`config.mk`:
```
export PLATFORM = sky130hd
export DESIGN_NAME = wb_mem_reader_flat
export DESIGN_NICKNAME = d
export VERILOG_FILES = /design/src/rtl/wb_mem_reader_pkg.sv /design/src/rtl/wb_mem_reader_if.sv /design/src/rtl/wb_mem_reader_regs.sv /design/src/rtl/wb_mem_reader.sv /design/src/flat_wrapper.sv
export SDC_FILE = /design/constraint.sdc
export NUM_CORES = 1
export LEC_CHECK = 0
export ABC_AREA = 1
export CAP_MARGIN = 20
export CELL_PAD_IN_SITES_DETAIL_PLACEMENT = 0
export CELL_PAD_IN_SITES_GLOBAL_PLACEMENT = 1
export CORE_ASPECT_RATIO = 0.7
export CORE_MARGIN = 3
export CORE_UTILIZATION = 30
export DETAILED_ROUTE_END_ITERATION = 16
export PLACE_DENSITY = 0.67
export REMOVE_ABC_BUFFERS = 1
export SETUP_SLACK_MARGIN = 0.02
export SYNTH_ARGS = -nofsm -noshare
export SYNTH_HDL_FRONTEND = slang
export SYNTH_SLANG_ARGS = --single-unit
```
`constraint.sdc`:
```
create_clock -name clk -period 17 [get_ports clk]
set_input_delay 5.1 -clock clk [delete_from_list [all_inputs] [get_ports clk]]
set_output_delay 5.1 -clock clk [all_outputs]
set_load 0.005 [all_outputs]
```
`src/rtl/wb_mem_reader_pkg.sv`:
```
// Shared definitions for the wb_mem_reader block: register map, control/status
// bit positions and the memory-master FSM state encoding.
package wb_mem_reader_pkg;

  localparam int unsigned DATA_W = 32;
  localparam int unsigned IDX_W  = 3;
  localparam int unsigned SEL_W  = 4;

  localparam logic [IDX_W-1:0] REG_CONTROL    = 3'd0;
  localparam logic [IDX_W-1:0] REG_STATUS     = 3'd1;
  localparam logic [IDX_W-1:0] REG_ADDRESS    = 3'd2;
  localparam logic [IDX_W-1:0] REG_COUNT      = 3'd3;
  localparam logic [IDX_W-1:0] REG_CHECKSUM   = 3'd4;
  localparam logic [IDX_W-1:0] REG_WORDS_READ = 3'd5;

  localparam int unsigned CTRL_START_BIT  = 0;
  localparam int unsigned CTRL_INT_EN_BIT = 1;
  localparam int unsigned CTRL_ABORT_BIT  = 2;

  localparam int unsigned STAT_BUSY_BIT  = 0;
  localparam int unsigned STAT_DONE_BIT  = 1;
  localparam int unsigned STAT_ERROR_BIT = 2;

  typedef enum logic [2:0] {
    ST_IDLE     = 3'd0,
    ST_REQ      = 3'd1,
    ST_WAIT_ACK = 3'd2,
    ST_RELEASE  = 3'd3,
    ST_FIN      = 3'd4
  } state_t;

  // Field order places busy at bit 0, done at bit 1, error at bit 2.
  typedef struct packed {
    logic error;
    logic done;
    logic busy;
  } status_t;

  function automatic logic [DATA_W-1:0] status_word(input status_t s);
    return {{(DATA_W-3){1'b0}}, s};
  endfunction

endpackage

```
`src/rtl/wb_mem_reader_if.sv`:
```
// Bus bundle for wb_mem_reader: peripheral slave port plus memory master port.
interface wb_mem_reader_if;
  import wb_mem_reader_pkg::*;

  logic              wbs_cyc;
  logic              wbs_stb;
  logic              wbs_we;
  logic [SEL_W-1:0]  wbs_sel;
  logic [DATA_W-1:0] wbs_adr;
  logic [DATA_W-1:0] wbs_wdat;
  logic [DATA_W-1:0] wbs_rdat;
  logic              wbs_ack;
  logic              wbs_int;

  logic              mem_cyc;
  logic              mem_stb;
  logic              mem_we;
  logic [SEL_W-1:0]  mem_sel;
  logic [DATA_W-1:0] mem_adr;
  logic [DATA_W-1:0] mem_wdat;
  logic [DATA_W-1:0] mem_rdat;
  logic              mem_ack;
  logic              mem_int;

  modport slave (
    input  wbs_cyc, wbs_stb, wbs_we, wbs_sel, wbs_adr, wbs_wdat,
    output wbs_rdat, wbs_ack, wbs_int,
    output mem_cyc, mem_stb, mem_we, mem_sel, mem_adr, mem_wdat,
    input  mem_rdat, mem_ack, mem_int
  );

  modport master (
    output wbs_cyc, wbs_stb, wbs_we, wbs_sel, wbs_adr, wbs_wdat,
    input  wbs_rdat, wbs_ack, wbs_int,
    input  mem_cyc, mem_stb, mem_we, mem_sel, mem_adr, mem_wdat,
    output mem_rdat, mem_ack, mem_int
  );

endinterface

```
`src/rtl/wb_mem_reader_regs.sv`:
```
// Slave-side ack/decode and register file for wb_mem_reader; produces START and
// ABORT pulses for the memory-master FSM and accumulates the checksum.
module wb_mem_reader_regs
  import wb_mem_reader_pkg::*;
(
  input  logic              clk,
  input  logic              rst,
  input  logic              cyc,
  input  logic              stb,
  input  logic              we,
  input  logic [IDX_W-1:0]  idx,
  input  logic [DATA_W-1:0] wdat,
  output logic [DATA_W-1:0] rdat,
  output logic              ack,
  output logic              irq,
  input  logic              busy,
  input  logic              acc,
  input  logic [DATA_W-1:0] acc_dat,
  input  logic              set_done,
  input  logic              set_error,
  output logic              start,
  output logic              abort,
  output logic [DATA_W-1:0] base_addr,
  output logic [DATA_W-1:0] word_count
);

  logic              hold;
  logic              access;
  logic              int_en, int_en_d;
  logic              done, done_d;
  logic              error, error_d;
  logic [DATA_W-1:0] csum, csum_d;
  logic [DATA_W-1:0] words, words_d;
  logic [DATA_W-1:0] addr_d, count_d, rdat_d;
  logic              start_d, abort_d, irq_d;

  // One ack per strobe: hold blocks re-acking until the master drops stb.
  assign access = cyc & stb & ~ack & ~hold;

  always_comb begin
    int_en_d = int_en;
    done_d   = done;
    error_d  = error;
    csum_d   = csum;
    words_d  = words;
    addr_d   = base_addr;
    count_d  = word_count;
    rdat_d   = rdat;
    start_d  = 1'b0;
    abort_d  = 1'b0;

    if (acc) begin
      csum_d  = csum + acc_dat;
      words_d = words + DATA_W'(1);
    end

    if (access) begin
      if (we) begin
        case (idx)
          REG_CONTROL: begin
            int_en_d = wdat[CTRL_INT_EN_BIT];
            if (wdat[CTRL_START_BIT] && !busy) begin
              start_d = 1'b1;
              csum_d  = '0;
              words_d = '0;
              done_d  = 1'b0;
              error_d = 1'b0;
            end
            if (wdat[CTRL_ABORT_BIT] && busy) abort_d = 1'b1;
          end
          REG_ADDRESS: if (!busy) addr_d  = wdat;
          REG_COUNT:   if (!busy) count_d = wdat;
          default: ;
        endcase
      end else begin
        case (idx)
          REG_CONTROL: begin
            rdat_d = '0;
            rdat_d[CTRL_INT_EN_BIT] = int_en;
          end
          REG_STATUS: begin
            rdat_d  = status_word(status_t'({error, done, busy}));
            done_d  = 1'b0;
            error_d = 1'b0;
          end
          REG_ADDRESS:    rdat_d = base_addr;
          REG_COUNT:      rdat_d = word_count;
          REG_CHECKSUM:   rdat_d = csum;
          REG_WORDS_READ: rdat_d = words;
          default:        rdat_d = '0;
        endcase
      end
    end

    // Completion events outrank a simultaneous clear-on-read.
    if (set_done)  done_d  = 1'b1;
    if (set_error) error_d = 1'b1;

    irq_d = int_en_d & (done_d | error_d);
  end

  always_ff @(posedge clk or posedge rst) begin
    if (rst) begin
      ack        <= 1'b0;
      hold       <= 1'b0;
      rdat       <= '0;
      irq        <= 1'b0;
      int_en     <= 1'b0;
      done       <= 1'b0;
      error      <= 1'b0;
      csum       <= '0;
      words      <= '0;
      base_addr  <= '0;
      word_count <= '0;
      start      <= 1'b0;
      abort      <= 1'b0;
    end else begin
      ack        <= access;
      hold       <= (ack | hold) & stb;
      rdat       <= rdat_d;
      irq        <= irq_d;
      int_en     <= int_en_d;
      done       <= done_d;
      error      <= error_d;
      csum       <= csum_d;
      words      <= words_d;
      base_addr  <= addr_d;
      word_count <= count_d;
      start      <= start_d;
      abort      <= abort_d;
    end
  end

endmodule

```
`src/rtl/wb_mem_reader.sv`:
```
// Wishbone peripheral that reads a programmed block of words from memory and
// sums them. Optional per-word ack timeout: define WB_MEM_READER_TIMEOUT_EN.
module wb_mem_reader
  import wb_mem_reader_pkg::*;
#(
  parameter int unsigned TIMEOUT_CYCLES = 256
) (
  input logic           clk,
  input logic           rst,
  wb_mem_reader_if.slave bus
);

  state_t            state, state_d;
  logic [DATA_W-1:0] work_addr, remaining;
  logic [DATA_W-1:0] base_addr, word_count;
  logic              req;
  logic              busy, start, abort;
  logic              load, advance, acc, set_done, set_error;
  logic              timeout_hit;
  logic              unused_inputs;

  assign busy = (state != ST_IDLE);

  wb_mem_reader_regs u_regs (
    .clk        (clk),
    .rst        (rst),
    .cyc        (bus.wbs_cyc),
    .stb        (bus.wbs_stb),
    .we         (bus.wbs_we),
    .idx        (bus.wbs_adr[IDX_W-1:0]),
    .wdat       (bus.wbs_wdat),
    .rdat       (bus.wbs_rdat),
    .ack        (bus.wbs_ack),
    .irq        (bus.wbs_int),
    .busy       (busy),
    .acc        (acc),
    .acc_dat    (bus.mem_rdat),
    .set_done   (set_done),
    .set_error  (set_error),
    .start      (start),
    .abort      (abort),
    .base_addr  (base_addr),
    .word_count (word_count)
  );

`ifdef WB_MEM_READER_TIMEOUT_EN
  localparam int unsigned TMO_W = $clog2(TIMEOUT_CYCLES + 1);
  logic [TMO_W-1:0] tmo_cnt;

  // Counts consecutive cycles spent in WAIT_ACK for the current word.
  always_ff @(posedge clk or posedge rst) begin
    if (rst)                      tmo_cnt <= '0;
    else if (state == ST_WAIT_ACK) tmo_cnt <= tmo_cnt + TMO_W'(1);
    else                          tmo_cnt <= '0;
  end

  assign timeout_hit = (tmo_cnt == TMO_W'(TIMEOUT_CYCLES - 1));
`else
  localparam int unsigned UNUSED_TMO_CYCLES = TIMEOUT_CYCLES;
  assign timeout_hit = 1'b0;
`endif

  always_comb begin
    state_d   = state;
    load      = 1'b0;
    advance   = 1'b0;
    acc       = 1'b0;
    set_done  = 1'b0;
    set_error = 1'b0;

    case (state)
      ST_IDLE: begin
        if (start) begin
          load    = 1'b1;
          state_d = (word_count == '0) ? ST_FIN : ST_REQ;
        end
      end
      ST_REQ: begin
        state_d = abort ? ST_IDLE : ST_WAIT_ACK;
      end
      ST_WAIT_ACK: begin
        if (abort) begin
          state_d = ST_IDLE;
        end else if (bus.mem_ack) begin
          acc     = 1'b1;
          state_d = ST_RELEASE;
        end else if (timeout_hit) begin
          set_error = 1'b1;
          state_d   = ST_IDLE;
        end
      end
      ST_RELEASE: begin
        if (abort) begin
          state_d = ST_IDLE;
        end else if (!bus.mem_ack) begin
          advance = 1'b1;
          state_d = (remaining == DATA_W'(1)) ? ST_FIN : ST_REQ;
        end
      end
      ST_FIN: begin
        set_done = ~abort;
        state_d  = ST_IDLE;
      end
      default: state_d = ST_IDLE;
    endcase
  end

  always_ff @(posedge clk or posedge rst) begin
    if (rst) begin
      state     <= ST_IDLE;
      req       <= 1'b0;
      work_addr <= '0;
      remaining <= '0;
    end else begin
      state <= state_d;
      req   <= (state_d == ST_REQ) || (state_d == ST_WAIT_ACK);
      if (load) begin
        work_addr <= base_addr;
        remaining <= word_count;
      end else if (advance) begin
        work_addr <= work_addr + DATA_W'(1);
        remaining <= remaining - DATA_W'(1);
      end
    end
  end

  assign bus.mem_cyc  = req;
  assign bus.mem_stb  = req;
  assign bus.mem_we   = 1'b0;
  assign bus.mem_sel  = {SEL_W{1'b1}};
  assign bus.mem_adr  = work_addr;
  assign bus.mem_wdat = '0;

  assign unused_inputs = &{1'b0, bus.wbs_sel, bus.wbs_adr[DATA_W-1:IDX_W], bus.mem_int};

endmodule

```
`src/flat_wrapper.sv`:
```
// flat-port wrapper written by rule: the top's interface ports become plain ports
module wb_mem_reader_flat import wb_mem_reader_pkg::*;
#(
  parameter int unsigned TIMEOUT_CYCLES = 256
)
  (clk, rst, bus_wbs_cyc, bus_wbs_stb, bus_wbs_we, bus_wbs_sel, bus_wbs_adr, bus_wbs_wdat, bus_wbs_rdat, bus_wbs_ack, bus_wbs_int, bus_mem_cyc, bus_mem_stb, bus_mem_we, bus_mem_sel, bus_mem_adr, bus_mem_wdat, bus_mem_rdat, bus_mem_ack, bus_mem_int);
  wb_mem_reader_if bus_i ();
  input logic clk;
  input logic rst;
  input wire logic [$bits(bus_i.wbs_cyc)-1:0] bus_wbs_cyc;
  input wire logic [$bits(bus_i.wbs_stb)-1:0] bus_wbs_stb;
  input wire logic [$bits(bus_i.wbs_we)-1:0] bus_wbs_we;
  input wire logic [$bits(bus_i.wbs_sel)-1:0] bus_wbs_sel;
  input wire logic [$bits(bus_i.wbs_adr)-1:0] bus_wbs_adr;
  input wire logic [$bits(bus_i.wbs_wdat)-1:0] bus_wbs_wdat;
  output wire logic [$bits(bus_i.wbs_rdat)-1:0] bus_wbs_rdat;
  output wire logic [$bits(bus_i.wbs_ack)-1:0] bus_wbs_ack;
  output wire logic [$bits(bus_i.wbs_int)-1:0] bus_wbs_int;
  output wire logic [$bits(bus_i.mem_cyc)-1:0] bus_mem_cyc;
  output wire logic [$bits(bus_i.mem_stb)-1:0] bus_mem_stb;
  output wire logic [$bits(bus_i.mem_we)-1:0] bus_mem_we;
  output wire logic [$bits(bus_i.mem_sel)-1:0] bus_mem_sel;
  output wire logic [$bits(bus_i.mem_adr)-1:0] bus_mem_adr;
  output wire logic [$bits(bus_i.mem_wdat)-1:0] bus_mem_wdat;
  input wire logic [$bits(bus_i.mem_rdat)-1:0] bus_mem_rdat;
  input wire logic [$bits(bus_i.mem_ack)-1:0] bus_mem_ack;
  input wire logic [$bits(bus_i.mem_int)-1:0] bus_mem_int;
  assign bus_i.wbs_cyc = bus_wbs_cyc;
  assign bus_i.wbs_stb = bus_wbs_stb;
  assign bus_i.wbs_we = bus_wbs_we;
  assign bus_i.wbs_sel = bus_wbs_sel;
  assign bus_i.wbs_adr = bus_wbs_adr;
  assign bus_i.wbs_wdat = bus_wbs_wdat;
  assign bus_wbs_rdat = bus_i.wbs_rdat;
  assign bus_wbs_ack = bus_i.wbs_ack;
  assign bus_wbs_int = bus_i.wbs_int;
  assign bus_mem_cyc = bus_i.mem_cyc;
  assign bus_mem_stb = bus_i.mem_stb;
  assign bus_mem_we = bus_i.mem_we;
  assign bus_mem_sel = bus_i.mem_sel;
  assign bus_mem_adr = bus_i.mem_adr;
  assign bus_mem_wdat = bus_i.mem_wdat;
  assign bus_i.mem_rdat = bus_mem_rdat;
  assign bus_i.mem_ack = bus_mem_ack;
  assign bus_i.mem_int = bus_mem_int;
  wb_mem_reader #(.TIMEOUT_CYCLES(TIMEOUT_CYCLES)) u_core (.clk(clk), .rst(rst), .bus(bus_i));
endmodule
```
**Run 1: signal wires by layer**

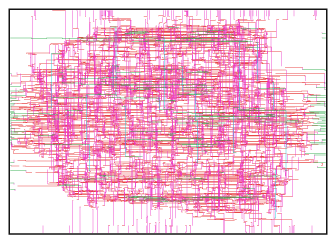
met4: drawn in cyan, wire length 630 um. met1: drawn in red, wire length 28.1 mm. met3: drawn in green, wire length 3030 um. met2: drawn in magenta, wire length 20.7 mm.
GRT Overall Usage: 0.195
Routed wire per std cell: 17.4 um
DR vias: 14299
final wirelength: 52500 um

**Run 1: routed clock nets over the placement**

The bar under the picture is 100 um long.
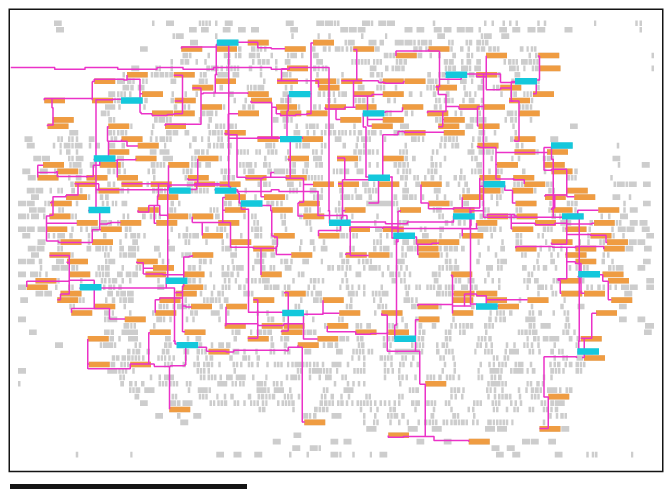
flip-flops: drawn in orange, count 236. clock wires: drawn in magenta, length 3850 um. cells driving clock nets: drawn in cyan, count 27.
There are 28 routed clock nets.
clk_skew: 0.0164 ns
clock power share: 0.214
worst skew pair latency: 0.55 ns

**Run 1: pin placement**

Pins as bars across the die edge, other pins in gray.
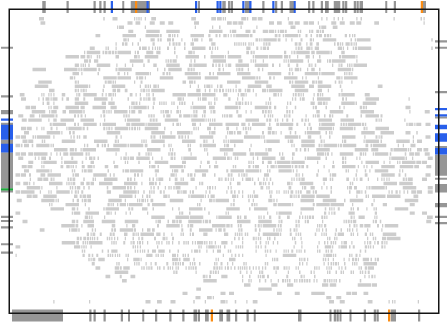
bus_wbs_ack: drawn in green, pins 1, direction output, edge left. bus_wbs_wdat: drawn in blue, pins 32, direction input, edge 12 left, 11 right, 9 top. bus_mem_sel: drawn in orange, pins 4, direction output, edge 2 top, 2 bottom.
All pins by edge: 72 bottom, 62 top, 43 left, 35 right.

## run 1: cells in the mapped netlist (all sizes together) (7+ instances only)
cell type and n:
nand3 120, ha 35, o221ai 16, a21oi 43, buf 76, o2111ai 8
o211ai 25, nand2 737, nor3 34, inv 352, o21bai 10, nor2 205
xnor2 13, nand4 45, xor2 46, o21ai 133, dfrtp 236, or2 10
clkbuf 24, a221oi 7
## run 1: cell families (layout without fill, tap and decap cells)
logic type | count (synthesis) | count (layout) | synth area share
AND/OR/NAND/NOR | 1159 | 1159 | 0.318
buffers and inverters | 454 | 551 | 0.124
AND-OR/OR-AND | 270 | 270 | 0.106
flip-flops | 236 | 236 | 0.387
XOR/XNOR | 59 | 59 | 0.0339
adder cells (fa/ha/maj) | 36 | 36 | 0.0300
other | 2 | 37 | 0.000492
## run 1: power groups by stage
stage | Clock, mW | Combinational, mW | Sequential (mW)
2_1_floorplan | 0 | 0.791 | 0.884
3_3_place_gp | 0 | 1.15 | 0.962
3_5_place_dp | 0 | 1.17 | 0.963
4_1_cts | 0.595 | 1.17 | 0.956
5_1_grt | 0.615 | 1.35 | 0.981
6_report | 0.579 | 1.18 | 0.954
## run 1: layout make-up
| cell class | instances | area (um^2) | area share |
|---|---|---|---|
| multi-input combinational | 1561 | 7590 | 0.421 |
| tap | 665 | 832 | 0.0462 |
| inverter | 354 | 1340 | 0.0742 |
| sequential | 236 | 5910 | 0.328 |
| clock buffer | 33 | 738 | 0.0410 |
| clock inverter | 8 | 93.8 | 0.00521 |
| timing repair buffer | 156 | 1520 | 0.0844 |
## run 1: per-layer routing
layer	GRT usage	wire (um)	vias up
met1	0.322	28100	6714
li1	-	-	7165
met3	0.0300	3030	41
met2	0.268	20700	379
met4	0.0250	630	0
met5	0	0	-
==> changes_impl.md, run 1 <==
## Implementation

* Top cells by area: dfrtp_1 39%, nand2_1 18%, inv_1 8.5%, nor2_1 4.7%, nand3_1 3.7%
* Seq share, synth at 0.387
* Clock Tree Buf Depth at 3
* Yosys cell count at ~2200
* Die Wd at 276 um
* First-pass GRT wire length at 81500 um
* # IOs at 212
* Proportion of layout cells with a drive suffix above 1 at 0.0468
* Slew @ Worst Pin at 0.965 ns
* Static Leakage at 8.90 nW
* Syn Inst Count at around 2200
* Worst setup path start: bus_mem_ack
* Critical Path, Cell by Cell: clkdlybuf4s50_1 -> inv_1 -> nand2_2 -> nand2_1 -> buf_4 -> inv_2 -> nand2_1 -> o21ai_0 -> o21bai_1
* Top achievable clock speed at about 130 MHz
* Hold Violations, Final at 0
* Synth flops at 236
* CP top delay family: buffers and inverters
* Endpoints failing setup at 0
* Placer Congestion at 0.905
* DRC at 0
* Root buf cell: clkbuf_16
* Worst path depth at 9
* Final hold slack at 0.480 ns
* Hold path depth at 2
* Gr ovfl total at 0
* Placed instance count at 2972
* Post-Syn Area at about 15000 um^2
* H-tree Lvls at 1
* Worst path slowest cell: nand2_1
* Area growth syn-to-layout at 18.1%
* Most frequent CP cell: nand2_1
* CP Class: in -> reg
* Hold-fix buffers at CTS at 0
* Dpl cell area at 17200 um^2
* Antenna Nets Post-Route at 0
* Warnings, synthesis at 0
* Post-CTS Setup Bufs at 0
* HPWL after detailed placement at 39800 um
* DIE HEIGHT at 195 um
* Crit Path Max Fanout at 25
* Port buffer count at 140
* Leading area contributor after synthesis: dfrtp_1
* VDD IR max at 0.0000690 V
* Number of OpenROAD warnings at 62
* Relative slew slack at 0.357
* Setup crit end kind: register
* Worst Setup EP: u_core.remaining[31]
* Setup TNS at 0 ns
* Worst-path clk slew at 0.06 ns
* R2R Path End: u_core.remaining[31]
* Number of global-route vias before repair at 13592
* Site Rows at 68
* Worst Path Buf+Inv at 4
* Largest net degree at the start of global routing at 104
* RR Startpoint: u_core.state[2]
* Power consumption at 2.71 mW
* Die area at 53600 um^2
* FF-to-FF path depth at 10
* ANT cells at 0
* Fillers at 5350
* Seq pwr share at 0.352
* CTS tree: built
* Power per cell area at approximately 150 nW/um^2
* Area leader share at 0.387
* Hold path startpoint: u_core.u_regs.rdat[22]
* Final Max Tran Viols at 0
* Internal power at 1.53 mW
* Reg-to-reg slack, setup at 13.78 ns
* Yosys cell types at 50
* Hold EP: u_core.u_regs.rdat[22]
* Result of the run: finished, final reports clean
* CORE AREA at 49800 um^2
* 1st-pass router iterations at 5
* Crit path DAT at between 8 and 9 ns
* Setup ws final at around 9.3 ns
* Vias per cell at around 4.7
* Util after Layout at 0.362
* Comb pwr share at 0.434
* Post-synth EDFFs at 0
* HP Class: reg -> reg
* Worst Setup Start Kind: input port
* TritonCTS Buffers at 27
* Crit-path max cell delay at 0.65 ns
* Max_cap viols at 0
* Top cells excl fill/tap: 729 x nand2_1, 344 x inv_1, 236 x dfrtp_1
* Final Cell Area at 18000 um^2
* Syn_area_per_cell at ~7 um^2
* RSZ-0062 raised after global routing: no
* Ys flop type: dfrtp_1
* Starting density of the core at 0.306
* Min Clock Period, post-route at between 7 and 8 ns
* CP required at ~17 ns
* DRT iter0 DRCs at 1350
* YS chip area at 15300 um^2
* Most frequent logic cell in the layout: nand2_1
* Nets at 2479
* Post-CTS Resized at 0
* Clock Sinks at 236
* Net Switching at ~1.2 mW
* Async SR Flop Fraction at 1.00
* Part of the cycle the worst path needs at 0.451
* Switching Share at 0.434
* Non-Filler Instances at 3013
* Antenna violations before repair at 0
* Dpl ws at about 9 ns
**Run 1: cell classes on the final placement**

Fill, decap, tap and diode cells in gray.
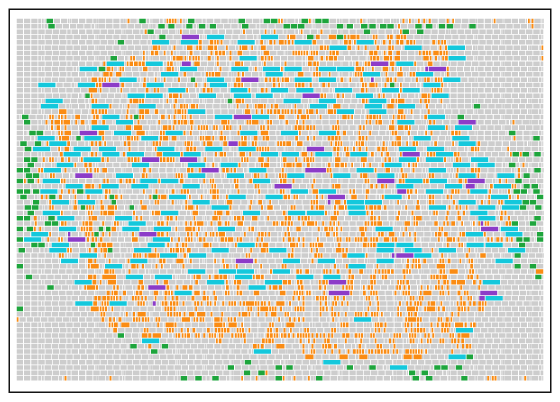

==> run 2, diff against run 1 <==
- PLACE_DENSITY: 0.67 -> 0.69
- clock period: 17 -> 6.4 ns (I/O delays scaled with it)
**Run 2: cell classes on the final placement**

Fill, decap, tap and diode cells in gray.
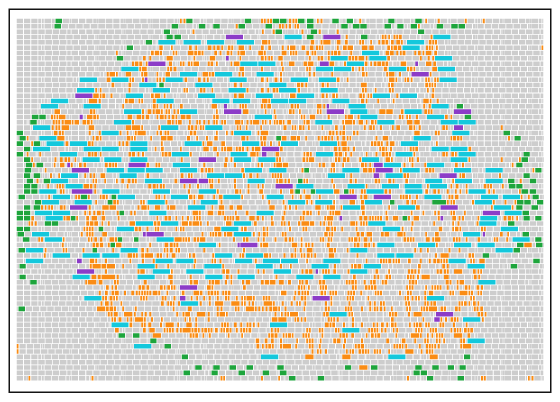
clock drivers and dummy loads: drawn in purple, cells 50, share of their area 5.0%. all other logic: drawn in orange, cells 1915, share of their area 52%. other buffers and delay cells: drawn in green, cells 159, share of their area 9.0%. flip-flops: drawn in cyan, cells 236, share of their area 34%.

==> changes_impl.md, run 2 <==
## Implementation

* DRC at 0 (unchanged)
* CORE AREA at 49800 um^2 (unchanged)
* Syn Inst Count at 2216 (unchanged)
* Synth top cells by count: 730 x nand2_1, 345 x inv_1, 236 x dfrtp_1, 189 x nor2_1, 114 x nand3_1
* Proportion of layout cells with a drive suffix above 1 at 0.0504 (+0.00358)
* Site Rows at 68 (unchanged)
* Port buffer count at 140 (unchanged)
* Hold-fix buffers at CTS at 0 (unchanged)
* Number of OpenROAD warnings at 62 (unchanged)
* Yosys xor share at 0.0339 (unchanged)
* Antenna Nets Post-Route at 0 (unchanged)
* Main logic family: simple AND/OR/NAND/NOR gates
* Async SR Flop Fraction at 1.00 (unchanged)
* Leading area contributor after synthesis: dfrtp_1
* Most frequent CP cell: nand3_1
* Die area at 53600 um^2 (unchanged)
* Vias per cell at 4.79 (+0.88%)
* Post-synth EDFFs at 0 (unchanged)
* Static Leakage at 8.93 nW (+0.36%)
* M2 GR Usage at 0.268 (unchanged)
* CTS tree: built
* DRT iter0 DRCs at 1243 (-7.9%)
* Clock Tree Buf Depth at 3 (unchanged)
* Dpl ws at 2.04 ns (-6.77 ns)
* Min Clock Period, post-route at 3.80 ns
* Crit Path Max Fanout at 4 (-84%)
* Worst Path Buf+Inv at 2 (-2)
* TritonCTS Buffers at 27 (unchanged)
* Reg area at 5910 um^2 (unchanged)
* Antenna violations before repair at 1 (+1)
* Yosys adder share at 0.0300 (unchanged)
* Post-CTS Resized at 0 (unchanged)
* Critical Path, Cell by Cell: clkdlybuf4s50_1 -> ha_1 -> fa_1 -> nand3_1 -> nand3_1 -> nand3_1 -> nand3_1 -> nand2_1 -> nand2_1 -> nand2_1 -> nand3_1 -> nand2_1 -> inv_1
* Slew @ Worst Pin at 0.982 ns (+0.0175 ns)
* Area growth syn-to-layout at 18.5%
* Worst-path clk slew at 0.06 ns (about the same)
* Endpoints failing setup at 0 (unchanged)
* Top achievable clock speed at 263 MHz
* Worst path slowest cell: fa_1
* # IOs at 212 (unchanged)
* Final Max Tran Viols at 0 (unchanged)
* H-tree Lvls at 1 (unchanged)
* Relative slew slack at 0.345 (-0.0117)
* Area leader share at 0.387 (unchanged)
* YS chip area at 15300 um^2 (unchanged)
* Mux share at 0 (unchanged)
* Post-Syn Area at 15300 um^2 (unchanged)
* Routed wire per std cell at 17.3 um (-0.61%)
* Grt peak-use layer: met1
* Yosys cell count at 2216 (unchanged)
* Setup TNS at 0 ns (unchanged)
* Placer Congestion at 0.878 (-3.0%)
* HP Class: reg -> reg
* Number of global-route vias before repair at 13801 (+1.5%)
* Final wirelength at 52400 um (-0.21%)
* Aoi share at 0.106 (unchanged)
* Warnings, synthesis at 0 (unchanged)
* CP required at 6.85 ns (-10.61 ns)
* Seq share, synth at 0.387 (unchanged)
* HPWL after detailed placement at 40200 um (+1.0%)
* Worst Setup Start Kind: input port
* Util after Layout at 0.363 (+0.00126)
* Top cells excl fill/tap: 730 x nand2_1, 344 x inv_1, 236 x dfrtp_1
* Starting density of the core at 0.306 (unchanged)
* Clock Sinks at 236 (unchanged)
* Largest net degree at the start of global routing at 103 (-0.96%)
* Most frequent logic cell in the layout: nand2_1
* Most frequent cell after synthesis: nand2_1
* Power per cell area at 400 nW/um^2 (+170%)
* First-pass GRT wire length at 81600 um (+0.13%)
* Synth flops at 236 (unchanged)
* GRT Overall Usage at 0.195 (-0.000648)
* VDD IR max at 0.000166 V (+140%)
* Simple-Gate Area Share at 0.318 (unchanged)
* Crit-path max cell delay at 0.44 ns (-0.21 ns)
* Result of the run: finished, final reports clean
* Root buf cell: clkbuf_16
* Nets at 2482 (+0.12%)
* Gr ovfl total at 0 (unchanged)
* Met3 global-route usage at 0.0391 (+0.00913)
* RSZ-0062 raised after global routing: no
* Part of the cycle the worst path needs at 0.593
* Setup crit end kind: register
* DR vias at 14482 (+1.3%)
-- run 2: power by group --
| group | internal (mW) | switching, mW |
|---|---|---|
| Sequential | 1.97 | 0.565 |
| Combinational | 1.22 | 1.92 |
| Clock | 0.865 | 0.692 |
-- run 2: area by class of cell --
cell class	count	share of cell area
clock buffer	35	0.0412
clock inverter	15	0.00644
inverter	354	0.0739
multi-input combinational	1561	0.420
sequential	236	0.327
tap	665	0.0460
timing repair buffer	159	0.0861
-- run 2: final timing paths --
path,start,endpoint,slack [ns],cells past startpoint
worst max-delay path,bus_mem_rdat[0],u_core.u_regs.csum[28],2.60,13
worst min-delay path,u_core.u_regs.rdat[21],u_core.u_regs.rdat[21],0.48,2
worst max register to register,u_core.state[2],u_core.bus.mem_adr[11],3.75,8
worst min register to register,u_core.u_regs.rdat[21],u_core.u_regs.rdat[21],0.48,2
max in group asynchronous,rst,u_core.state[0],3.40,3
min in group asynchronous,rst,u_core.u_regs.rdat[25],1.86,2
-- run 2: stage by stage --
stage / hold slack [ns] / power [mW] / instance area (um^2) / std cells
2_1_floorplan: 0.447 / 4.45 / 14800 / 2151
3_3_place_gp: 0.464 / 5.61 / 17200 / 2975
3_5_place_dp: 0.467 / 5.66 / 17200 / 2975
4_1_cts: 0.491 / 7.25 / 18100 / 3025
5_1_grt: 0.513 / 7.85 / 18100 / 3025
6_report: 0.484 / 7.23 / 18100 / 3025
-- run 2: layer usage --
layer	wire length [um]	vias up
li1	-	7173
met1	26800	6799
met2	20800	466
met3	4030	44
met4	760	0
met5	0	-
-- run 2: tightest hold or removal path, cell delays in order, from the launching register on --
cell,delay (ns)
dfrtp_1,0.35
nand2_1,0.05
nand2_1,0.05
Power figures rest on the tool's default switching activity, not on a simulated workload.
